===== src/rtl/tone_seq_pkg.sv =====
// tone_seq_pkg: shared types and constants for the multi-voice tone sequencer.
// Holds the FSM state enum, the step duration width and the step-word field-offset helper.
// Step word layout: {dur_ms[DUR_W-1:0], hp[VOICES-1], ..., hp[0]}.
package tone_seq_pkg;

  typedef enum logic {
    IDLE = 1'b0,
    PLAY = 1'b1
  } state_e;

  localparam int DUR_W = 8;

  // Bit offset of voice v's half-period inside a step word. Calling it with
  // v == VOICES yields the offset of the duration field, which sits above all voices.
  function automatic int hp_lsb(input int v, input int div_w);
    return v * div_w;
  endfunction

endpackage


===== src/rtl/tone_voice.sv =====
// tone_voice: square-wave divider for one voice; output toggles every hp cycles, rests at 0 when hp is 0.
// Latency: output registered; first toggle lands hp cycles after clear is released.
// Backpressure: none; free-running whenever not cleared.
// Ports: clk, rst (sync, active-high), clear (restart phase with output low),
//        hp (half-period in clock cycles), out (square wave).
module tone_voice #(
  parameter int DIV_W = 16
) (
  input  logic             clk,
  input  logic             rst,
  input  logic             clear,
  input  logic [DIV_W-1:0] hp,
  output logic             out
);

  localparam logic [DIV_W-1:0] ONE = DIV_W'(1);

  logic [DIV_W-1:0] cnt_q;
  logic             out_q;

  always_ff @(posedge clk) begin
    if (rst || clear || hp == '0) begin
      cnt_q <= '0;
      out_q <= 1'b0;
    end else if (cnt_q >= hp - ONE) begin
      cnt_q <= '0;
      out_q <= ~out_q;
    end else begin
      cnt_q <= cnt_q + ONE;
    end
  end

  assign out = out_q;

endmodule


===== src/rtl/poly_tone_sequencer.sv =====
// poly_tone_sequencer: plays a song from a run-time writable step memory on VOICES square-wave
//   voices, mixes them to one sigma-delta speaker bit and shows {playing, step_idx} on led.
// Latency: step active the cycle after play rises; sound lags voice by one cycle.
// Backpressure: none; writes accepted every cycle, play is a level enable.
// Ports: clk, rst (sync, active-high), ticks_per_milli (0 acts as 1), play, loop,
//        wr_en/wr_addr/wr_data (step memory write), voice, sound, led, done (song-end pulse).
module poly_tone_sequencer
  import tone_seq_pkg::*;
#(
  parameter int VOICES   = 2,
  parameter int SONG_LEN = 16,
  parameter int DIV_W    = 16,
  parameter int MS_W     = 16
) (
  input  logic                          clk,
  input  logic                          rst,
  input  logic [MS_W-1:0]               ticks_per_milli,
  input  logic                          play,
  input  logic                          loop,
  input  logic                          wr_en,
  input  logic [$clog2(SONG_LEN)-1:0]   wr_addr,
  input  logic [DUR_W+VOICES*DIV_W-1:0] wr_data,
  output logic [VOICES-1:0]             voice,
  output logic                          sound,
  output logic [7:0]                    led,
  output logic                          done
);

  localparam int AW      = $clog2(SONG_LEN);
  localparam int WORD_W  = DUR_W + VOICES * DIV_W;
  localparam int DUR_LSB = hp_lsb(VOICES, DIV_W);
  localparam int ACC_W   = $clog2(VOICES) + 1;
  localparam int SW      = ACC_W + 1;

  localparam logic [AW-1:0]    IDX_ONE  = AW'(1);
  localparam logic [AW-1:0]    IDX_LAST = AW'(SONG_LEN - 1);
  localparam logic [MS_W-1:0]  MS_ONE   = MS_W'(1);
  localparam logic [DUR_W-1:0] DUR_ONE  = DUR_W'(1);
  localparam logic [SW-1:0]    V_SW     = SW'(VOICES);

  state_e            state_q;
  logic [AW-1:0]     idx_q;
  logic [WORD_W-1:0] step_q;
  logic [MS_W-1:0]   presc_q;
  logic [DUR_W-1:0]  ms_q;
  logic              done_q;
  logic [ACC_W-1:0]  acc_q;
  logic              sound_q;

  logic [WORD_W-1:0] mem_q [SONG_LEN];

  logic [WORD_W-1:0] first_word, nxt_word, ld_word;
  logic [AW-1:0]     nxt_idx, ld_idx;
  logic [DUR_W-1:0]  cur_dur, first_dur, nxt_dur;
  logic [MS_W-1:0]   tpm_m1;
  logic              ms_tick, adv, abort, do_load, do_end, stop, voice_clear;
  logic [SW-1:0]     n_hi, mix_sum;
  logic [6:0]        led_idx;

  // Step memory: no reset on contents. The asynchronous reads see the pre-write word,
  // so a load and a write to the same address in one cycle picks up the old data.
  // Step 0 is read alongside the next step so a marker-driven loop reloads without a gap.
  always_ff @(posedge clk) begin
    if (wr_en && !rst) mem_q[wr_addr] <= wr_data;
  end

  assign nxt_idx    = idx_q + IDX_ONE;  // wraps at SONG_LEN, which is a power of two
  assign first_word = mem_q[0];
  assign nxt_word   = mem_q[nxt_idx];
  assign first_dur  = first_word[DUR_LSB +: DUR_W];
  assign nxt_dur    = nxt_word[DUR_LSB +: DUR_W];
  assign cur_dur    = step_q[DUR_LSB +: DUR_W];

  // The >= compare lets a mid-step drop in ticks_per_milli wrap at once instead of stalling.
  assign tpm_m1  = (ticks_per_milli == '0) ? '0 : ticks_per_milli - MS_ONE;
  assign ms_tick = (state_q == PLAY) && (presc_q >= tpm_m1);
  // Advance on the dur-th ms tick so a step lasts exactly dur * ticks cycles.
  assign adv     = ms_tick && (ms_q == cur_dur - DUR_ONE);
  assign abort   = (state_q == PLAY) && !play;

  always_comb begin
    do_load = 1'b0;
    do_end  = 1'b0;
    ld_idx  = '0;
    ld_word = first_word;
    if (state_q == IDLE) begin
      if (play) begin
        if (first_dur == '0) do_end = 1'b1;
        else                 do_load = 1'b1;
      end
    end else if (play && adv) begin
      if (idx_q != IDX_LAST && nxt_dur != '0) begin
        do_load = 1'b1;
        ld_idx  = nxt_idx;
        ld_word = nxt_word;
      end else if (loop && first_dur != '0) begin
        do_load = 1'b1;
      end else begin
        do_end = 1'b1;
      end
    end
  end

  assign stop        = abort || do_end;
  assign voice_clear = (state_q == IDLE) || do_load || stop;

  always_ff @(posedge clk) begin
    if (rst) begin
      state_q <= IDLE;
      idx_q   <= '0;
      step_q  <= '0;
      presc_q <= '0;
      ms_q    <= '0;
      done_q  <= 1'b0;
    end else begin
      done_q <= do_end;
      if (stop) begin
        state_q <= IDLE;
        idx_q   <= '0;
        presc_q <= '0;
        ms_q    <= '0;
      end else if (do_load) begin
        state_q <= PLAY;
        idx_q   <= ld_idx;
        step_q  <= ld_word;
        presc_q <= '0;
        ms_q    <= '0;
      end else if (state_q == PLAY) begin
        if (ms_tick) begin
          presc_q <= '0;
          ms_q    <= ms_q + DUR_ONE;
        end else begin
          presc_q <= presc_q + MS_ONE;
        end
      end
    end
  end

  for (genvar g = 0; g < VOICES; g++) begin : g_voice
    tone_voice #(.DIV_W(DIV_W)) u_voice (
      .clk   (clk),
      .rst   (rst),
      .clear (voice_clear),
      .hp    (step_q[hp_lsb(g, DIV_W) +: DIV_W]),
      .out   (voice[g])
    );
  end

  // First-order sigma-delta: the pin density tracks (voices high) / VOICES.
  always_comb begin
    n_hi = '0;
    for (int i = 0; i < VOICES; i++) n_hi = n_hi + SW'(voice[i]);
    mix_sum = SW'(acc_q) + n_hi;
  end

  always_ff @(posedge clk) begin
    if (rst || state_q == IDLE || stop) begin
      acc_q   <= '0;
      sound_q <= 1'b0;
    end else if (mix_sum >= V_SW) begin
      acc_q   <= ACC_W'(mix_sum - V_SW);
      sound_q <= 1'b1;
    end else begin
      acc_q   <= ACC_W'(mix_sum);
      sound_q <= 1'b0;
    end
  end

  always_comb begin
    led_idx = '0;
    led_idx[AW-1:0] = idx_q;
  end

  assign led   = {state_q == PLAY, led_idx};
  assign sound = sound_q;
  assign done  = done_q;

endmodule

===== config.mk =====
export PLATFORM = sky130hd
export DESIGN_NAME = poly_tone_sequencer
export DESIGN_NICKNAME = d
export VERILOG_FILES = /design/src/rtl/tone_seq_pkg.sv /design/src/rtl/tone_voice.sv /design/src/rtl/poly_tone_sequencer.sv
export SDC_FILE = /design/constraint.sdc
export NUM_CORES = 1
export LEC_CHECK = 0
export CAP_MARGIN = 20
export CORE_UTILIZATION = 56
export CTS_CLUSTER_DIAMETER = 50
export DETAILED_ROUTE_END_ITERATION = 7
export GPL_ROUTABILITY_DRIVEN = 0
export GPL_TIMING_DRIVEN = 0
export PLACE_DENSITY = 0.76
export SYNTH_ARGS = -nofsm -noshare
export SYNTH_HDL_FRONTEND = slang
export SYNTH_HIERARCHICAL = 1
export SYNTH_SLANG_ARGS = --single-unit

===== constraint.sdc =====
create_clock -name clk -period 4.6 [get_ports clk]
set_input_delay 0.46 -clock clk [delete_from_list [all_inputs] [get_ports clk]]
set_output_delay 0.46 -clock clk [all_outputs]
set_load 0.1 [all_outputs]

pdn.png
Drawn at 1.5 px/micron. Pins as bars on the die edge.
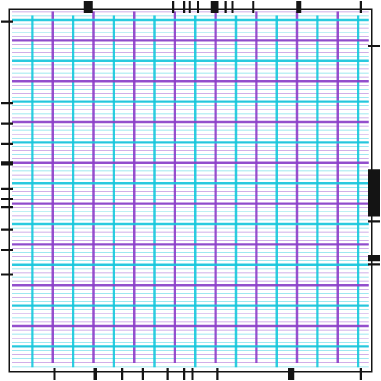
cyan -> VSS
purple -> VDD
rows = 87
met1 rails = 88
signal pins = 77
met4 straps = 17
core area: 0.0563 sq mm
peak supply drop: 308 uV
Die H: 241 microns
Horiz. Die Dim: 241 microns

clock_map.png
Drawn at 2 px/micron.
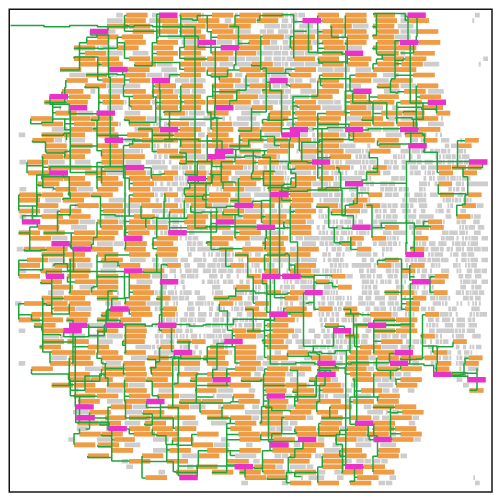
green -> clock wires  # length 8380 microns
magenta -> cells driving clock nets  # count 79
orange -> flip-flops  # count 747
routed clock nets = 80
clock skew: 0.0315 ns
Power Clock: 6.33 mW
Late-Pin Clk Latency: 0.64 ns

cell_classes.png
Drawn at 2 px/micron. Fill, decap, tap and diode cells in gray.
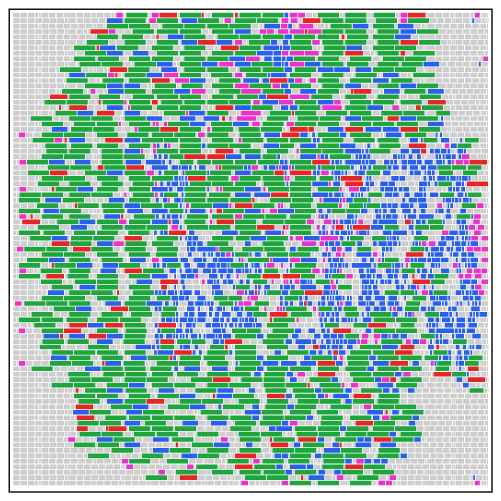
red -> clock drivers and dummy loads  # cells 147, share of their area 7.1%
green -> flops  # cells 747, share of their area 59%
blue -> all other logic  # cells 1070, share of their area 28%
magenta -> other buffers and delay cells  # cells 237, share of their area 5.8%

==> GITHUB_STEP_SUMMARY <==
### Flow metrics

| Metric | Value |
|---|---|
| Status | `finished clean` |
| Gate Area | `0.0101 sq mm` |
| Clock power share | `0.436` |
| Comb pwr share | `0.046` |
| Max-slew violation count | `0` |
| Critical Path AT | `4.91 ns` |
| Init Core Util | `0.566` |
| CP Cell Sequence | `dlygate4sd2_1 > or3_4 > or4_4 > or3_4 > nor3_2 > xor2_1 > nand2_1 > ha_4 > nand4_1 > nor4_2 > a31oi_2 > and2_4 > or4_4 > buf_4 > clkbuf_1 > o21ai_0 > a31oi_1` |
| Top cells by area, synth | `edfxtp_1 (60%), mux4_2 (12%), dfxtp_1 (6.7%), ha_1 (2.4%), mux2i_1 (2.3%)` |
| IO Count | `77` |
| Yosys top cell area share | `0.603` |
| Vias in the first global route | `18840` |
| Period utilization | `0.959` |
| CTS tree | `done` |
| Layout fillers | `3659` |
| YS chip area | `0.0319 sq mm` |
| Combinational gates | `1043` |
| Top logic family | `multiplexers` |
| CP Capture Type | `flop` |
| Number of clock buffers in the layout | `104` |
| First-pass GRT wire length | `113000 microns` |
| EDFF count, synth | `640` |
| Kind of critical path | `input port to flop` |
| Tmin final | `4.41 ns` |
| Tightest Pin Transition | `1.23 ns` |
| CP Launch Point | `ticks_per_milli[7]` |
| Register cell area after layout | `0.0214 sq mm` |
| Max_cap viols | `0` |
| Seq cells | `747` |
| Clk pin slew, worst setup/hold paths | `0.06 ns` |
| Dpl cell area | `0.0343 sq mm` |
| Critical R2R Launch | `idx_q[1]$_SDFFE_PP0P_` |
| Buf/Inv on CP | `3` |
| Fin worst setup slack | `0.187 ns` |
| Pre-antenna DRT Iters | `5` |
| Comb/total area | `0.272` |
| Total combinational power | `664 uW` |
| Clk cell area share | `0.0695` |
| Worst hold path class | `flop to flop` |
| Pint | `11.4 mW` |
| Dominant kind of cell by area | `flip-flops and latches` |
| Basic Gates by Area | `0.0690` |
| Initial antenna violation count | `1` |
| Clock Sink Count | `747` |
| DP Worst Slack | `-1.36 ns` |
| Stages on the worst setup path | `17` |
| Non-clk buf share | `0.0568` |
| Final Instance Area | `0.0372 sq mm` |
| Synthesized area per cell | `16.6 sq um` |
| Critical Path End | `step_q[0]$_SDFFE_PP0P_` |
| Area growth from synthesis to layout | `16.8%` |
| Routed WL | `75700 microns` |
| Max clock buf depth | `3` |
| Slew headroom | `0.179` |
| Post-CTS setup buffer count | `15` |
| Antenna-violating nets left | `0` |
| Routed vias/inst | `6.30` |
| CTS H-tree lvls | `3` |
| R2R depth | `9` |
| Hold_sp | `g_voice[1].u_voice/cnt_q[0]$_SDFF_PP0_` |
| Warnings, synthesis | `6` |
| Largest net degree at the start of global routing | `27` |
| Ys flops | `747` |
| CTS Buf Count | `79` |
| CP Max Fanout | `10` |
| Share of cells above drive strength 1 | `0.205` |
| Adder share | `0.0242` |
| Vias post-DR | `18640` |
| # rows | `87` |
| Routed len/inst | `25.6 microns` |
| Worst Hold Depth | `1` |
| Flop share of the area | `0.574` |
| Invs w/o clock | `27` |
| Main synth FF type | `edfxtp_1` |
| Fmax | `227 MHz` |
| Tapcells | `756` |
| Multiplexer share | `0.147` |
| Nets@finish | `2261` |
| Most numerous logic cell after layout | `edfxtp_1` |
| Part of the power in registers | `0.518` |
| Gate Count Post-Synth | `1923` |
| Reg2reg setup slack | `0.54 ns` |
| Hold_ws | `0.472 ns` |
| Clock root cell | `clkbuf_16` |
| Hold-fix buffers, CTS | `0` |
| OpenROAD warnings | `28` |
| Ys async rst share | `0` |
| RSZ-0062 raised after global routing | `no` |
| Pleak | `12.1 nW` |
| Crit-path max cell delay | `0.46 ns` |
| XOR Share, Synth | `0.0272` |
registers.png
Drawn at 2 px/micron.
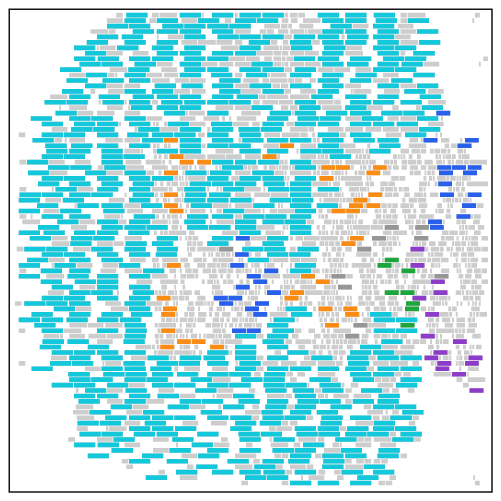
blue -> g_voice.u_voice/cnt_q  # placed flops 32
green -> ms_q  # placed flops 8, where east
purple -> presc_q  # placed flops 16
orange -> step_q  # placed flops 40
cyan -> mem_q  # placed flops 640, where widely spread
not colored = 11
sequential power: 7.52 mW
fin util: 0.662

final_congestion.png
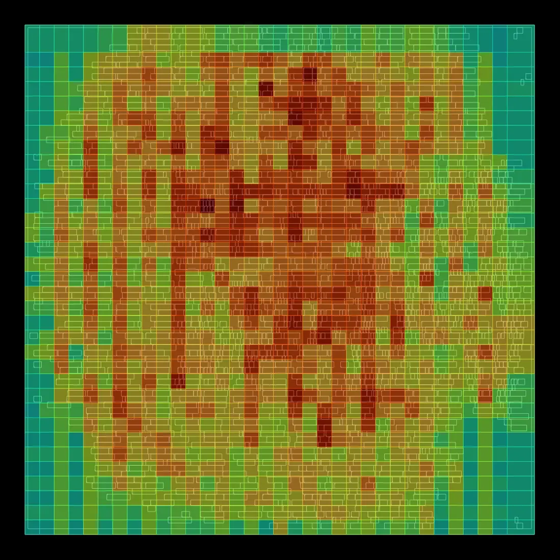
met2 Track Usage GR: 0.443
met1 Resource Use GR: 0.349

through the flow:
step | setup TNS (ns) | power (mW) | instances
floorplan | 0 | 8.02 | 1925
global placement | -1347.07 | 8.24 | 2754
detailed placement | -129.41 | 8.30 | 2790
CTS | 0 | 14.6 | 2953
global route | 0 | 14.9 | 2957
finish | 0 | 14.5 | 2959
flip-flops by register name, summed over array words and instances (netlist names):
| name | count |
|---|---|
| acc_q | 2 |
| step_q | 40 |
| idx_q | 4 |
| sound | 1 |
| mem_q | 640 |
| ms_q | 8 |
| state_q | 1 |
| done | 1 |
| g_voice.u_voice/out | 2 |
| g_voice.u_voice/cnt_q | 32 |
| presc_q | 16 |
layer usage:
metal	share of wire	GRT usage
met1	0.39	0.349
met2	0.49	0.443
met4	0.037	0.102
met5	0.00018	0
met3	0.078	0.0530
Power is estimated from default activity; no workload was simulated.
